<file path="config.mk">
export PLATFORM = sky130hd
export DESIGN_NAME = dmem_store_buffer
export DESIGN_NICKNAME = d
export VERILOG_FILES = /design/src/rtl/dmem_store_buffer_pkg.sv /design/src/rtl/dmem_store_buffer_match.sv /design/src/rtl/dmem_store_buffer.sv
export SDC_FILE = /design/constraint.sdc
export NUM_CORES = 1
export LEC_CHECK = 0
export CAP_MARGIN = 0
export CORE_MARGIN = 2
export CORE_UTILIZATION = 30
export CTS_CLUSTER_SIZE = 10
export DETAILED_ROUTE_END_ITERATION = 16
export GPL_TIMING_DRIVEN = 0
export PLACE_DENSITY_LB_ADDON = 0.25
export SETUP_SLACK_MARGIN = 0.02
export SLEW_MARGIN = 20
export SYNTH_ARGS = -nofsm -noshare
export SYNTH_HDL_FRONTEND = slang
export SYNTH_HIERARCHICAL = 1
export SYNTH_SLANG_ARGS = --single-unit
export TNS_END_PERCENT = 100
</file>
<file path="constraint.sdc">
create_clock -name clk -period 3.6 [get_ports clk]
set_input_delay 0.72 -clock clk [delete_from_list [all_inputs] [get_ports clk]]
set_output_delay 0.72 -clock clk [all_outputs]
set_load 0.01 [all_outputs]
</file>
<file path="src/rtl/dmem_store_buffer_pkg.sv">
`timescale 1ns/1ps
// Shared definitions for the MEM-stage store buffer: byte and address widths
// and the layout of one pending-store entry.
package dmem_store_buffer_pkg;

  localparam int BYTE_W     = 8;
  localparam int MEM_ADDR_W = 8;

  typedef struct packed {
    logic                  valid;
    logic [MEM_ADDR_W-1:0] addr;
    logic [BYTE_W-1:0]     data;
  } sb_entry_t;

endpackage

</file>
<file path="src/rtl/dmem_store_buffer_match.sv">
`timescale 1ns/1ps
// Youngest-match search over the pending stores for load forwarding.
// Entries are visited from oldest to youngest relative to tail, so the last
// match written wins and the result is the store closest to tail-1.
module store_buf_match
  import dmem_store_buffer_pkg::*;
#(
  parameter int DEPTH = 4,
  parameter int PTR_W = $clog2(DEPTH)
) (
  input  sb_entry_t [DEPTH-1:0]  entries,
  input  logic [PTR_W-1:0]       tail,
  input  logic [MEM_ADDR_W-1:0]  ld_addr,
  output logic                   hit,
  output logic [BYTE_W-1:0]      data
);

  logic [PTR_W-1:0] idx;

  // Priority search, oldest slot first so younger matches overwrite older ones
  always_comb begin
    hit  = 1'b0;
    data = '0;
    idx  = '0;
    for (int i = DEPTH; i >= 1; i--) begin
      idx = tail - PTR_W'(i);
      if (entries[idx].valid && (entries[idx].addr == ld_addr)) begin
        hit  = 1'b1;
        data = entries[idx].data;
      end
    end
  end

endmodule

</file>
<file path="src/rtl/dmem_store_buffer.sv">
`timescale 1ns/1ps
// In-order store buffer in front of the data memory write port. Stores are
// queued in a circular FIFO and drained one per cycle whenever the port is
// not claimed by a load; loads see the youngest pending store to their address.
module dmem_store_buffer
  import dmem_store_buffer_pkg::*;
#(
  parameter int DEPTH  = 4,
  parameter int DATA_W = BYTE_W,
  parameter int ADDR_W = MEM_ADDR_W
) (
  input  logic                       clk,
  input  logic                       rst_n,
  input  logic                       st_valid,
  input  logic [ADDR_W-1:0]          st_addr,
  input  logic [DATA_W-1:0]          st_data,
  output logic                       st_ready,
  input  logic [ADDR_W-1:0]          ld_addr,
  output logic                       ld_hit,
  output logic [DATA_W-1:0]          ld_data,
  input  logic                       mem_busy,
  output logic                       mem_wrt,
  output logic [ADDR_W-1:0]          mem_addr,
  output logic [DATA_W-1:0]          mem_data,
  output logic [$clog2(DEPTH+1)-1:0] count,
  output logic                       empty
);

  localparam int PTR_W = $clog2(DEPTH);
  localparam int CNT_W = $clog2(DEPTH+1);

  logic [DEPTH-1:0]  ent_vld;
  logic [ADDR_W-1:0] ent_addr [DEPTH];
  logic [DATA_W-1:0] ent_data [DEPTH];

  logic [PTR_W-1:0]  head;
  logic [PTR_W-1:0]  tail;
  logic [CNT_W-1:0]  cnt;

  logic              full;
  logic              push;
  logic              pop;

  sb_entry_t [DEPTH-1:0] entries;

  // Full is taken from the registered count only; a pop in the same cycle
  // does not reopen the input until the following cycle.
  assign full     = (cnt == CNT_W'(DEPTH));
  assign empty    = (cnt == '0);
  assign st_ready = !full;
  assign count    = cnt;

  assign push     = st_valid && st_ready;
  assign mem_wrt  = !empty && !mem_busy;
  assign pop      = mem_wrt;

  assign mem_addr = mem_wrt ? ent_addr[head] : '0;
  assign mem_data = mem_wrt ? ent_data[head] : '0;

  // Pack the entry fields for the forwarding search
  always_comb begin
    for (int i = 0; i < DEPTH; i++) begin
      entries[i].valid = ent_vld[i];
      entries[i].addr  = ent_addr[i];
      entries[i].data  = ent_data[i];
    end
  end

  store_buf_match #(
    .DEPTH (DEPTH),
    .PTR_W (PTR_W)
  ) u_match (
    .entries (entries),
    .tail    (tail),
    .ld_addr (ld_addr),
    .hit     (ld_hit),
    .data    (ld_data)
  );

  // Control state: pointers, occupancy and entry-valid bits
  always_ff @(posedge clk or negedge rst_n) begin
    if (!rst_n) begin
      head    <= '0;
      tail    <= '0;
      cnt     <= '0;
      ent_vld <= '0;
    end else begin
      if (pop) begin
        ent_vld[head] <= 1'b0;
        head          <= head + PTR_W'(1);
      end
      if (push) begin
        ent_vld[tail] <= 1'b1;
        tail          <= tail + PTR_W'(1);
      end
      case ({push, pop})
        2'b10:   cnt <= cnt + CNT_W'(1);
        2'b01:   cnt <= cnt - CNT_W'(1);
        default: cnt <= cnt;
      endcase
    end
  end

  // Entry payload: written at tail on an accepted store, qualified by ent_vld
  always_ff @(posedge clk) begin
    if (push) begin
      ent_addr[tail] <= st_addr;
      ent_data[tail] <= st_data;
    end
  end

endmodule

</file>
Fig. 1: routed metal, one colour a layer
Scale: 2 px per um. Only two layers are drawn.
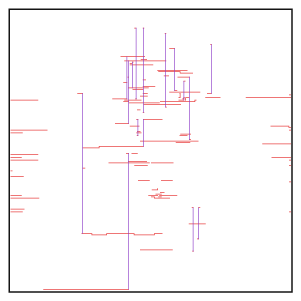
legend:
  M4:
    colour: purple
    wire_length: 463 um
  M3:
    colour: red
    wire_length: 712 um

Fig. 2: selected gate families
Scale: 3 px per um.
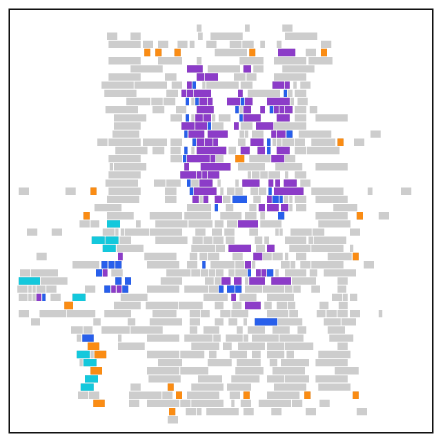
legend:
  nand cells:
    colour: blue
    cells: 42
  aoi and oai cells:
    colour: purple
    cells: 84
  fa/ha/maj cells:
    colour: cyan
    cells: 10
  and/or cells:
    colour: orange
    cells: 22
    where: all over the die

Fig. 3: clock nets
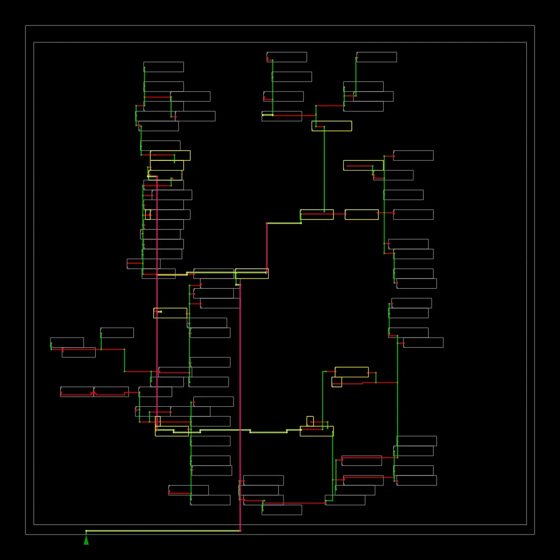
number of sequential storage elements: 75
number of sinks driven by the clock tree: 75

==> impl_table.tex <==
% Table of physical implementation metrics
\begin{tabular}{lr}
\hline
Metric & Value \\
\hline
\multicolumn{2}{l}{\textbf{Drt}} \\
\quad Routed vias/inst & 5.46 \\
\quad Final WL & around 17000 um \\
\quad Post-DRT Antenna Nets & 0 \\
\quad Post-detailed-route wirelength per cell & 21.3 um \\
\quad Vias & between 4000 and 5000 \\
\quad Number of DRC violations after detailed routing & 0 \\
\quad Violation count after the first detailed-routing iteration & about 310 \\
\quad Drt first pass iters & 5 \\
\multicolumn{2}{l}{\textbf{Power}} \\
\quad Clk pwr share & between 15 and 20\% \\
\quad Combinational share of power & 62.6\% \\
\quad Switching share of power & between 30\% and 40\% \\
\quad Power density relative to cell area & about 850 nW/um2 \\
\quad Cell internal pwr & 3.84 mW \\
\quad Power spent charging and discharging nets & between 2 and 3 mW \\
\quad Fraction of power consumed by sequential logic & 21.6\% \\
\quad Sum of internal, switching and leakage power & between 6 and 7 mW \\
\quad Cell leakage power & about 2.6 nW \\
\quad Peak supply drop & roughly 0.36 mV \\
\multicolumn{2}{l}{\textbf{Logic synthesis}} \\
\quad Area fraction in compound gates & 10.7\% \\
\quad Xor/xnor share & 6.97\% \\
\quad Synth Flop Type & sky130\_fd\_sc\_hd\_\_edfxtp\_1 \\
\quad Number of cells in Yosys stat & roughly 450 \\
\quad Mux cell area share after synthesis & around a quarter \\
\quad Area share of the largest cell type after synthesis & between 30\% and 40\% \\
\quad Largest area contributor in the netlist & sky130\_fd\_sc\_hd\_\_edfxtp\_1 \\
\quad Post-Synthesis Net Count & $\sim$480 \\
\quad Synthesized area divided by synthesized cell count & about 13 um2 \\
\quad Most instantiated cells after synthesis & sky130\_fd\_sc\_hd\_\_edfxtp\_1 (64), sky130\_fd\_sc\_hd\_\_mux2i\_1 (31), sky130\_fd\_sc\_hd\_\_xnor2\_1 (27) \\
\quad FA/HA/MAJ Cells, Area Fraction & under 10\% \\
\quad Synth warn & 6 \\
\quad Synth logic family & multiplexers \\
\quad Count of different cell masters after synthesis & roughly 56 \\
\quad Sequential fraction of the synthesis area & 39.2\% \\
\quad Asr flop ratio synth & around 15\% \\
\quad Main area contributors & sky130\_fd\_sc\_hd\_\_edfxtp\_1 (34\%), sky130\_fd\_sc\_hd\_\_mux4\_2 (8.4\%), sky130\_fd\_sc\_hd\_\_mux4\_1 (6.6\%), sky130\_fd\_sc\_hd\_\_mux2i\_1 (5.5\%), sky130\_fd\_sc\_hd\_\_mux2\_2 (5.0\%) \\
\quad Simple-Gate Fraction of Synth Area & between 10\% and 20\% \\
\quad Post-synthesis instance area & approximately 5600 um2 \\
\quad Number of enable flip-flop cells & about 64 \\
\quad Cell count after synthesis & 445 \\
\quad Cell with the most instances after synthesis & sky130\_fd\_sc\_hd\_\_edfxtp\_1 \\
\quad Flip-flop and latch count after synthesis & $\sim$75 \\
\quad Yosys stat area & 5600 um2 \\
\multicolumn{2}{l}{\textbf{Placed design}} \\
\quad Post-detailed-placement half-perimeter wirelength & between 10000 and 15000 um \\
\quad Dpl cells & between 700 and 800 \\
\quad DP Area & between 6000 and 7000 um2 \\
\quad Placer's final routability congestion estimate & between 0.8 and 0.9 \\
\quad Number of buffers inserted by port buffering & 53 \\
\quad Place WS & -0.773 ns \\
\multicolumn{2}{l}{\textbf{Final timing}} \\
\quad Transition time of the tightest slew-check pin & 0.562 ns \\
\quad \# setup viols final & 9 \\
\quad Setup total negative slack & -0.863 ns \\
\quad Minimum clock period & 3.74 ns \\
\quad RSZ-0062 raised after global routing & true \\
\quad Hold Vio Cnt, Final & 0 \\
\quad Worst hold slack & between 0.5 and 0.6 ns \\
\quad Slew Limit Headroom & between 60\% and 70\% \\
\quad Crit share post-route & 104\% \\
\quad Clock skew after layout & 0.00790 ns \\
\quad Maximum frequency from static timing analysis & about 0.27 GHz \\
\quad Final-report max-slew violation count & 0 \\
\quad Worst setup slack after layout & -0.143 ns \\
\multicolumn{2}{l}{\textbf{Die}} \\
\quad Core Rows & 49 \\
\quad Init Core Util & between 30\% and 40\% \\
\quad Area enclosed by the die boundary & between 15000 and 20000 um2 \\
\quad Width of the chip & 141 um \\
\quad Chip Height & approximately 140 um \\
\quad Num ports & 59 \\
\multicolumn{2}{l}{\textbf{Clock tree}} \\
\quad Clock input transition at the sequential cells of the worst setup and hold paths & $\sim$0.060 ns \\
\quad Clock Path Buffers & 2 \\
\quad Root Driver & sky130\_fd\_sc\_hd\_\_clkbuf\_16 \\
\quad Post-cts repair resize count & approximately 96 \\
\quad Number of setup buffers added after CTS & 29 \\
\quad Number of buffers added to fix hold violations after cts & 0 \\
\quad Insertion Delay late pin & around 0.34 ns \\
\quad TritonCTS clock tree & done \\
\quad H-tree Lvls & 3 \\
\multicolumn{2}{l}{\textbf{Finish}} \\
\quad Commonest Layout Cell & sky130\_fd\_sc\_hd\_\_edfxtp\_1 \\
\quad Final layout net count & about 580 \\
\quad Filler cells & 1692 \\
\quad Post-Layout Cell Count & about 780 \\
\quad Fin util & about 41\% \\
\quad Leading cell types in the layout, fill and taps excluded & sky130\_fd\_sc\_hd\_\_edfxtp\_1 (64), sky130\_fd\_sc\_hd\_\_clkdlybuf4s50\_1 (44), sky130\_fd\_sc\_hd\_\_buf\_4 (32) \\
\quad Post-route standard cell area excluding fillers & 7470 um2 \\
\quad P\&R area growth vs syn & 33.4\% \\
\quad Share of post-route cells with drive strength above 1 & a little under two fifths \\
\multicolumn{2}{l}{\textbf{Worst setup path}} \\
\quad Startpoint class of the critical path & flop \\
\quad Ordered cell list for the critical path & buf\_12 > buf\_12 > buf\_12 > buf\_4 > buf\_4 > buf\_4 > mux2i\_1 > o21ai\_0 > a21boi\_4 > o32ai\_4 > buf\_2 \\
\quad Worst path buffer plus inverter count & 7 \\
\quad Slowest stage delay, CP & between 0.4 and 0.5 ns \\
\quad Type of the worst setup path & reg2out \\
\quad Cell type group with the largest total delay on the critical path & buffers and inverters \\
\quad Peak fanout along the critical path & 10 \\
\quad CP arrival & roughly 3.0 ns \\
\quad Crit end category & primary output \\
\quad Required arrival time at the worst endpoint & roughly 2.9 ns \\
\multicolumn{2}{l}{\textbf{GRT}} \\
\quad Pin count of the biggest net entering global routing & 18 \\
\quad Number of global-route vias before repair & 4264 \\
\quad Number of antenna violations at the first check in global routing & 0 \\
\quad GRT Util Overall & 16.5\% \\
\quad Total grt overflow & 0 \\
\quad First-pass GRT wire length & around 25000 um \\
\multicolumn{2}{l}{\textbf{Status}} \\
\quad Failing checks & negative setup slack \\
\quad Outcome & finished with violations \\
\multicolumn{2}{l}{\textbf{Flow run}} \\
\quad Number of warning messages in the logs & 34 \\
\quad Max cap viols & 0 \\
\multicolumn{2}{l}{\textbf{Worst hold path}} \\
\quad Classification of the worst-slack hold path & reg2reg \\
\hline
\end{tabular}
Fig. 4: met4 routing
Scale: 3 px per um.
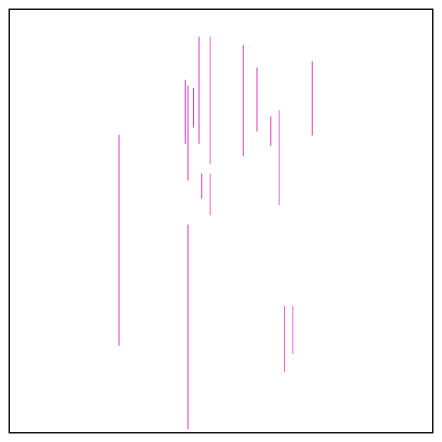
nets with wire on the layer: 15
longest straight run: 70.0 um

Fig. 5: pin placement
Scale: 3 px per um. Pins as bars across the die edge, other pins in grey.
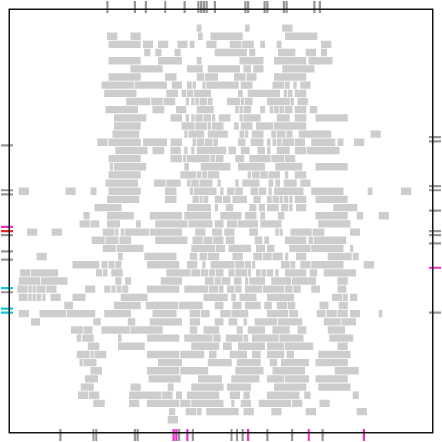
legend:
  mem_addr:
    colour: magenta
    pins: 8
    direction: output
    edge: 6 bottom, 1 right, 1 left
  rst_n:
    colour: red
    pins: 1
    direction: input
    edge: left
  count:
    colour: cyan
    pins: 3
    direction: output
    edge: left
all pins by edge: 19 bottom, 18 top, 12 left, 10 right

[sequential cells by signal, indices dropped and copies added (netlist names)]
name and count:
head 2, tail 2, ent_addr 32, ent_data 32
count 3, ent_vld 4
[worst paths after layout]
| path | slack, ns | endpoint | startpoint | cells after the start |
|---|---|---|---|---|
| min in group asynchronous | 0.73 | count[2] | rst_n | 1 |
| min | 0.53 | count[2] | count[2] | 1 |
| max in group asynchronous | 2.50 | tail[0] | rst_n | 1 |
| max reg2reg | 1.23 | count[2] | count[0] | 9 |
| max | -0.14 | ld_data[0] | tail[1] | 11 |
| min reg2reg | 0.53 | count[2] | count[2] | 1 |
[cell type report]
type / count / area (um2) / share of cell area [%]
diodes: 1 / 2.50 / 0.0335
plain buffers: 31 / 283 / 3.78
clock buffers: 11 / 233 / 3.11
clock inverters: 5 / 103 / 1.37
inverters: 9 / 33.8 / 0.452
multi-input cells: 329 / 3510 / 47.0
flip-flops and latches: 75 / 2200 / 29.4
well taps: 229 / 287 / 3.83
repair buffers: 87 / 822 / 11.0
[per-layer routing]
layer / track usage, % / share of wire (%) / vias to the layer above
li1: - / - / 1911
met1: 21.8 / 44 / 2140
met2: 27.6 / 49 / 156
met3: 2.75 / 4.3 / 37
met4: 5.79 / 2.8 / 0
met5: 0 / 0 / -
[power by group through the flow]
stage | Clock (mW) | Combinational [mW] | Sequential [mW]
finish | 1.01 | 3.99 | 1.38
global route | 1.07 | 4.23 | 1.41
CTS | 1.03 | 3.71 | 1.37
detailed placement | 0 | 3.31 | 1.39
global placement | 0 | 3.27 | 1.37
floorplan | 0 | 2.35 | 1.32
No activity file was given, so power comes from the tool's default toggle rates.
